**Routed metal, one colour a layer**

(3 px per um) Two of the layers only.
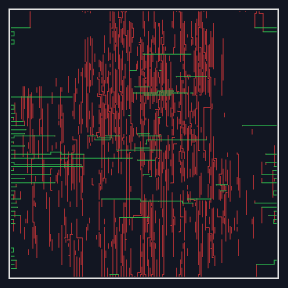
**Placed standard cells**

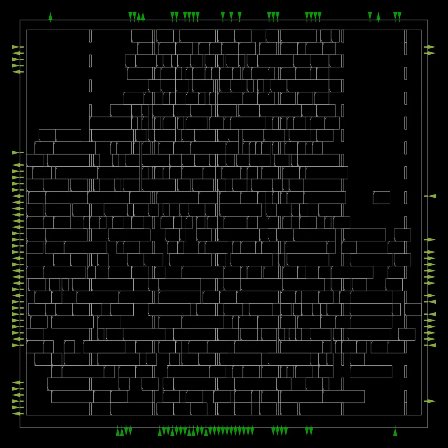
**I/O nets highlighted**

(3 px per um)
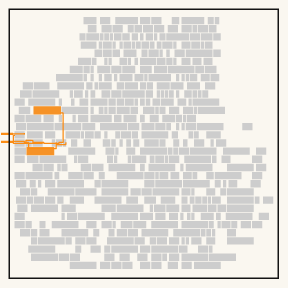
**Ports around the boundary**

(6 px per um) Pins as bars across the die edge, other pins in grey.
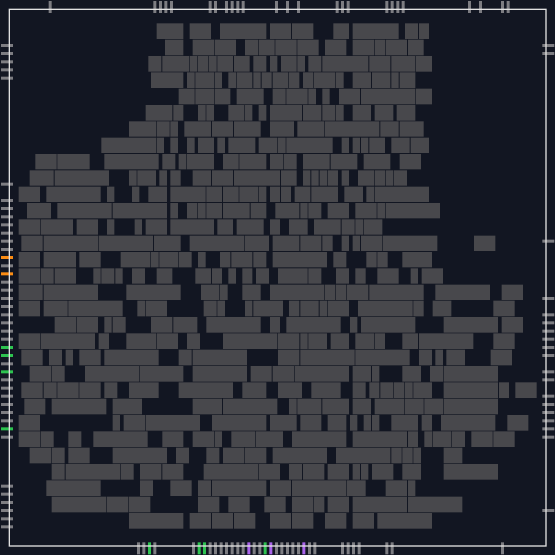
### src/rtl/silife_sequencer_pkg.sv
// Shared types and constants for the silife sequencer.
package silife_sequencer_pkg;

  // Controller states: waiting, applying one host row write, firing one generation step.
  typedef enum logic [1:0] {
    ST_IDLE  = 2'd0,
    ST_WRITE = 2'd1,
    ST_STEP  = 2'd2
  } seq_state_t;

  localparam int DEF_PERIOD_BITS = 16;
  localparam int DEF_GEN_BITS    = 16;

  // Row index width for a matrix of the given height (never narrower than one bit).
  function automatic int row_bits(input int height);
    return (height <= 2) ? 1 : $clog2(height);
  endfunction

endpackage

### src/rtl/silife_step_timer.sv
// Free-running step timer: counts cycles while run is high and flags when the
// programmed interval has elapsed. A period of 0 behaves like a period of 1.
module silife_step_timer
  import silife_sequencer_pkg::*;
#(
  parameter int PERIOD_BITS = DEF_PERIOD_BITS
) (
  input  logic                   clk,
  input  logic                   reset_n,
  input  logic                   run,
  input  logic                   count_en,
  input  logic                   issue,
  input  logic [PERIOD_BITS-1:0] period,
  output logic                   due
);

  localparam logic [PERIOD_BITS-1:0] ONE = PERIOD_BITS'(1);

  logic [PERIOD_BITS-1:0] timer;
  logic [PERIOD_BITS-1:0] limit_m1;

  assign limit_m1 = (period == '0) ? '0 : (period - ONE);

  // Due stays up while the interval has elapsed; run low drops it at once.
  assign due = run && (timer >= limit_m1);

  // Count IDLE/WRITE cycles. On issue the timer restarts at 1 because the
  // STEP cycle that follows is not counted but is part of the interval; the
  // count saturates at the threshold so a late step cannot wrap it.
  always_ff @(posedge clk or negedge reset_n) begin
    if (!reset_n) begin
      timer <= '0;
    end else if (!run) begin
      timer <= '0;
    end else if (issue) begin
      timer <= ONE;
    end else if (count_en && (timer < limit_m1)) begin
      timer <= timer + ONE;
    end
  end

endmodule

### src/rtl/silife_sequencer.sv
// Controller in front of the silife cell matrix: fires generation steps from
// the timer or a manual request, serialises host row writes against steps on
// the matrix read/write port, scans rows out on the read-only port and counts
// generations.
//
// Host handshake: a row write transfers in a cycle where host_valid and
// host_ready are both high; host_row/host_clear/host_set must be stable while
// host_valid is high, and host_ready never depends on host_valid.
module silife_sequencer
  import silife_sequencer_pkg::*;
#(
  parameter int WIDTH       = 8,
  parameter int HEIGHT      = 8,
  parameter int PERIOD_BITS = DEF_PERIOD_BITS,
  parameter int GEN_BITS    = DEF_GEN_BITS,
  parameter int ROW_W       = row_bits(HEIGHT)
) (
  input  logic                   clk,
  input  logic                   reset_n,
  input  logic                   run,
  input  logic                   step,
  input  logic [PERIOD_BITS-1:0] period,
  input  logic                   host_valid,
  output logic                   host_ready,
  input  logic [ROW_W-1:0]       host_row,
  input  logic [WIDTH-1:0]       host_clear,
  input  logic [WIDTH-1:0]       host_set,
  output logic [WIDTH-1:0]       host_rdata,
  output logic                   mat_enable,
  output logic [ROW_W-1:0]       mat_row_select,
  output logic [WIDTH-1:0]       mat_clear_cells,
  output logic [WIDTH-1:0]       mat_set_cells,
  input  logic [WIDTH-1:0]       mat_cells,
  output logic [ROW_W-1:0]       mat_row_select2,
  input  logic [WIDTH-1:0]       mat_cells2,
  input  logic                   scan_next,
  output logic [ROW_W-1:0]       scan_row,
  output logic [WIDTH-1:0]       scan_data,
  output logic                   scan_frame,
  output logic                   busy,
  output logic [GEN_BITS-1:0]    generation,
  output seq_state_t             fsm_state
);

  localparam logic [ROW_W-1:0]    LAST_ROW = ROW_W'(HEIGHT - 1);
  localparam logic [ROW_W-1:0]    ROW_ONE  = ROW_W'(1);
  localparam logic [GEN_BITS-1:0] GEN_ONE  = GEN_BITS'(1);

  seq_state_t       state;
  logic             step_pending;
  logic             timer_due;
  logic             due;
  logic             issue;
  logic [ROW_W-1:0] wr_row;

  assign due        = timer_due || step_pending;
  assign issue      = (state == ST_IDLE) && due;
  assign host_ready = reset_n && (state == ST_IDLE) && !due;
  assign fsm_state  = state;

  // Port 1 follows the host row except while a latched write is being applied.
  assign mat_row_select = (state == ST_WRITE) ? wr_row : host_row;
  assign host_rdata     = mat_cells;

  // Port 2 belongs to the scanner alone.
  assign mat_row_select2 = scan_row;
  assign scan_data       = mat_cells2;

  silife_step_timer #(
    .PERIOD_BITS (PERIOD_BITS)
  ) u_timer (
    .clk      (clk),
    .reset_n  (reset_n),
    .run      (run),
    .count_en (state != ST_STEP),
    .issue    (issue),
    .period   (period),
    .due      (timer_due)
  );

  // Manual step request: held until the step fires; pulses arriving while
  // pending or during the STEP cycle fold into that same step.
  always_ff @(posedge clk or negedge reset_n) begin
    if (!reset_n) begin
      step_pending <= 1'b0;
    end else if (state == ST_STEP) begin
      step_pending <= 1'b0;
    end else if (step) begin
      step_pending <= 1'b1;
    end
  end

  // Sequencer FSM: steps take priority over host writes; every matrix strobe
  // is registered and lasts exactly one cycle, so enable and masks never overlap.
  always_ff @(posedge clk or negedge reset_n) begin
    if (!reset_n) begin
      state           <= ST_IDLE;
      wr_row          <= '0;
      mat_enable      <= 1'b0;
      mat_clear_cells <= '0;
      mat_set_cells   <= '0;
      busy            <= 1'b0;
      generation      <= '0;
    end else begin
      mat_enable      <= 1'b0;
      mat_clear_cells <= '0;
      mat_set_cells   <= '0;
      case (state)
        ST_IDLE: begin
          if (due) begin
            state      <= ST_STEP;
            mat_enable <= 1'b1;
            busy       <= 1'b1;
          end else if (host_valid) begin
            state           <= ST_WRITE;
            wr_row          <= host_row;
            mat_clear_cells <= host_clear;
            mat_set_cells   <= host_set;
            busy            <= 1'b1;
          end
        end
        ST_WRITE: begin
          state <= ST_IDLE;
          busy  <= 1'b0;
        end
        ST_STEP: begin
          // Counted on completion so a reset inside STEP never counts it.
          state      <= ST_IDLE;
          busy       <= 1'b0;
          generation <= generation + GEN_ONE;
        end
        default: begin
          state <= ST_IDLE;
          busy  <= 1'b0;
        end
      endcase
    end
  end

  // Row scanner: advances on scan_next and flags the wrap back to row 0.
  always_ff @(posedge clk or negedge reset_n) begin
    if (!reset_n) begin
      scan_row   <= '0;
      scan_frame <= 1'b0;
    end else begin
      scan_frame <= 1'b0;
      if (scan_next) begin
        if (scan_row == LAST_ROW) begin
          scan_row   <= '0;
          scan_frame <= 1'b1;
        end else begin
          scan_row <= scan_row + ROW_ONE;
        end
      end
    end
  end

endmodule

### config.mk
export PLATFORM = sky130hd
export DESIGN_NAME = silife_sequencer
export DESIGN_NICKNAME = d
export VERILOG_FILES = /design/src/rtl/silife_sequencer_pkg.sv /design/src/rtl/silife_step_timer.sv /design/src/rtl/silife_sequencer.sv
export SDC_FILE = /design/constraint.sdc
export NUM_CORES = 1
export LEC_CHECK = 0
export CORE_MARGIN = 1
export CORE_UTILIZATION = 46
export DETAILED_ROUTE_END_ITERATION = 8
export HOLD_SLACK_MARGIN = 0.02
export PLACE_DENSITY = 0.9
export SYNTH_ARGS = -nofsm -noshare
export SYNTH_HDL_FRONTEND = slang
export SYNTH_SLANG_ARGS = --single-unit
### constraint.sdc
create_clock -name clk -period 6 [get_ports clk]
set_input_delay 1.5 -clock clk [delete_from_list [all_inputs] [get_ports clk]]
set_output_delay 1.5 -clock clk [all_outputs]
set_load 0.05 [all_outputs]
==> impl_metrics.csv <==
group,metric,value,unit
status,status,"finished clean",
setup_path,slowest_stage,"clkdlybuf4s50_1",
pwr,p_sw_share,43.4,%
setup_path,worstPathRequired,4.50,ns
finish,clkCellAreaFrac,3.39,%
clocking,holdBufCountCts,0,
grt,grt_pass1_wl,12.9,mm
pwr,p_clk_share,18.0,%
finish,antenna_cells,0,
synthesis,yosys.area.top_type_share,42.9,%
placed_design,dpl.hpwl,5.88,mm
clocking,cts_buffers,9,
sta,fmax,169,MHz
drt,vias_per_cell,5.24,
sta,setup-violations-final,0,
finish,drive_gt1_share,20.4,%
synthesis,aoi_share,4.97,%
sta,fin_crit_sh,98.9,%
finish,logic_area,1900,um2
finish,inverters,8,
drt,drc,0,
setup_path,critPathTopFamily,"simple AND/OR/NAND/NOR gates",
synthesis,yosysMostFrequentCell,"dfrtp_1",
finish,signal_buffers,113,
drt,ant_nets,0,
clocking,cts_tree,"built",
clocking,cts_root_buf,"clkbuf_8",
pwr,power_switching,724,uW
setup_path,path_class,"input pin to output pin",
finish,finalInstanceArea,4790,um2
die,num_rows,31,
placed_design,pre_cts_slack,-0.286,ns
pwr,clock_net_power,299,uW
finish,comb_area_share,39.6,%
placed_design,gp_congestion,0.827,
die,die_area,7960,um2
run,maxCapViolations,0,
synthesis,ys_cells,343,
pwr,irDropWorstVdd,0.374,mV
sta,hold_violations,0,
synthesis,ys_area,3500,um2
hold_path,whs_path_depth,1,
sta,relSlewSlack,51.4,%
synthesis,synth_area_per_cell,10.2,um2
pwr,total_power,1670,uW
placed_design,place_area,4460,um2
pwr,comb_cell_power,805,uW
finish,lay_top_cells,"78 x clkdlybuf4s50_1, 60 x dfrtp_1, 34 x nor2_1",
pwr,power_density,348,nW/um2
setup_path,cp.arrival,4.43,ns
finish,layout.nets,520,
finish,syn2layout_area_growth,37.0,%
setup_path,worst_path_largest_cell_delay,0.46,ns
synthesis,ys_seq_share,42.9,%
synthesis,mux_area_share,5.83,%
finish,final_common_cell,"clkdlybuf4s50_1",
clocking,cts.clk_slew.worst_paths,0.06,ns
grt,grt_max_degree,61,
setup_path,path_cells,"clkdlybuf4s50_1 -> nor4_4 -> nand2_2 -> nor4_1 -> xor2_1 -> nand2_1 -> ha_1 -> a21oi_1 -> nor2_1 -> a311oi_2 -> nand3_2 -> o22ai_4 -> and3_4 -> buf_12",
synthesis,top_cells_by_count,"60 x dfrtp_1, 38 x nor2_1, 33 x nand2_1, 24 x xnor2_1, 22 x ha_1",
synthesis,synth_cells,343,
synthesis,synthFlopType,"dfrtp_1",
die,fp-utilization,48.0,%
synthesis,fa_ha_area_share,7.87,%
finish,regArea,1500,um2
setup_path,cp.depth,14,
synthesis,topCellsByArea,"dfrtp_1 43%, ha_1 7.9%, xnor2_1 6.0%, buf_4 4.1%, nor2_1 4.1%",
grt,overflow,0,
clocking,post-cts-setup-buffers,3,
synthesis,yosys_warnings,0,
finish,largest_class,"multi-input combinational cells",
setup_path,cp-end-kind,"output pin",
setup_path,crit_fanout,5,
pwr,power_frac_comb,48.3,%
sta,tightest_slew,0.728,ns
synthesis,top_area_cell,"dfrtp_1",
sta,maxSlewViolCount,0,
pwr,p_int,943,uW
drt,dr_total_vias,2855,
synthesis,edf_count,0,
hold_path,hp-class,"flip-flop to flip-flop",
clocking,cts.sinks,60,
setup_path,critPathLaunchType,"input pin",
grt,antenna_found_initial,0,
synthesis,simple_gate_share,23.2,%
sta,setup_ws,0.0658,ns
pwr,powerSeq,563,uW
clocking,cts_htree_levels,3,
pwr,power_leader,"combinational logic",
synthesis,mappedNetlistArea,3500,um2
sta,fin_skew,0.00562,ns
pwr,p_leak,0.00216,uW
drt,first_pass_iters,4,
pwr,seqPwrFrac,33.7,%
synthesis,synthDistinctLibCells,43,
clocking,cts_resized,17,
sta,finalCriticalPeriod,5.93,ns
finish,clock_buffer_count,14,
setup_path,cp.buffers_inverters,2,
clocking,cts_buffer_depth,2,
finish,nonClkBufAreaFrac,22.5,%
synthesis,fp_nets,422,
synthesis,async_flop_share,100,%
run,warnings,27,
synthesis,synth-xor-area-share,9.01,%
setup_path,r2r_cells,9,
clocking,clk-insertion-delay-late,0.32,ns
grt,grt_pass1_vias,2782,
finish,n_sequential_cell,60,
drt,drtIter0Drc,172,
synthesis,yosys_register_bits,60,
synthesis,logic_family,"simple AND/OR/NAND/NOR gates",
finish,num-multi-input-gates,249,
## Picture notes: 'routed metal, one colour a layer'
- red: metal 2 (wire length 4130 um)
- green: metal 3 (wire length 519 um)
final wirelength: 8.21 mm
Total GRT Usage: 21.1%
Avg WL per Cell: 15.1 um

## Picture notes: 'placed standard cells'
fillcell total: 584
Tapcell Cnt: 99
core box area: 7290 um2
Post-Layout Cell Count: 545
flop share of the area: 31.3%

## Picture notes: 'I/O nets highlighted'
- orange: fsm_state (bits 2; direction output; edge left; end cells 2; buffers 2; wire 65.4 um)
IO Pins: 120
port bufs: 87

## Picture notes: 'ports around the boundary'
- orange: fsm_state (pins 2; direction output; edge left)
- purple: scan_row (pins 3; direction output; edge bottom)
- green: mat_set_cells (pins 8; direction output; edge 4 bottom, 4 left)
- all pins by edge: 42 left, 34 bottom, 25 top, 19 right
die y size: 89.2 um
die x size: 89.2 um

==> stage by stage <==
step	TNS, ns	utilization [%]	hold WS [ns]	instances
5_1_grt	-0.105	65.7	0.507	545
2_1_floorplan	0	-	0.476	343
4_1_cts	0	64.2	0.495	542
3_5_place_dp	-0.286	61.2	0.485	523
3_3_place_gp	-0.149	61.2	0.465	523
6_report	0	65.7	0.487	545
==> cell families after synthesis <==
group                      Yosys count
adders and majority gates           22
DFF                                 60
and+or+nand+nor                    149
AOI/OAI and AO/OA                   24
muxes                               18
buffers and inverters               34
xor gates and xnor gates            36
==> final timing paths <==
path	slack (ns)	from	to
max in group asynchronous	4.13	reset_n	mat_clear_cells[7]$_DFF_PN0_
setup / recovery	0.07	period[5]	host_ready
hold / removal	0.49	generation[13]$_DFFE_PN0P_	generation[13]$_DFFE_PN0P_
hold reg to reg	0.49	generation[13]$_DFFE_PN0P_	generation[13]$_DFFE_PN0P_
min in group asynchronous	1.40	reset_n	generation[10]$_DFFE_PN0P_
setup reg to reg	3.29	u_timer.timer[13]$_DFFE_PN0P_	u_timer.timer[7]$_DFFE_PN0P_
==> state kept, by name, summed over array words and instances (netlist names) <==
| name | cells |
|---|---|
| generation | 16 |
| u_timer.timer | 16 |
| mat_clear_cells | 8 |
| mat_set_cells | 8 |
| mat_row_select2 | 3 |
| wr_row | 3 |
| fsm_state | 2 |
| busy | 1 |
| mat_enable | 1 |
| scan_frame | 1 |
| step_pending | 1 |
==> metal layers <==
layer	vias up	global-route usage, %	wire length (um)	share of wire, %
met1	1385	26.3	3430	42
li1	1357	-	-	-
met2	94	35.4	4130	50
met4	0	5.48	129	1.6
met3	19	7.11	518	6.3
met5	-	0	0	0
Power and IR drop assume default switching activity.
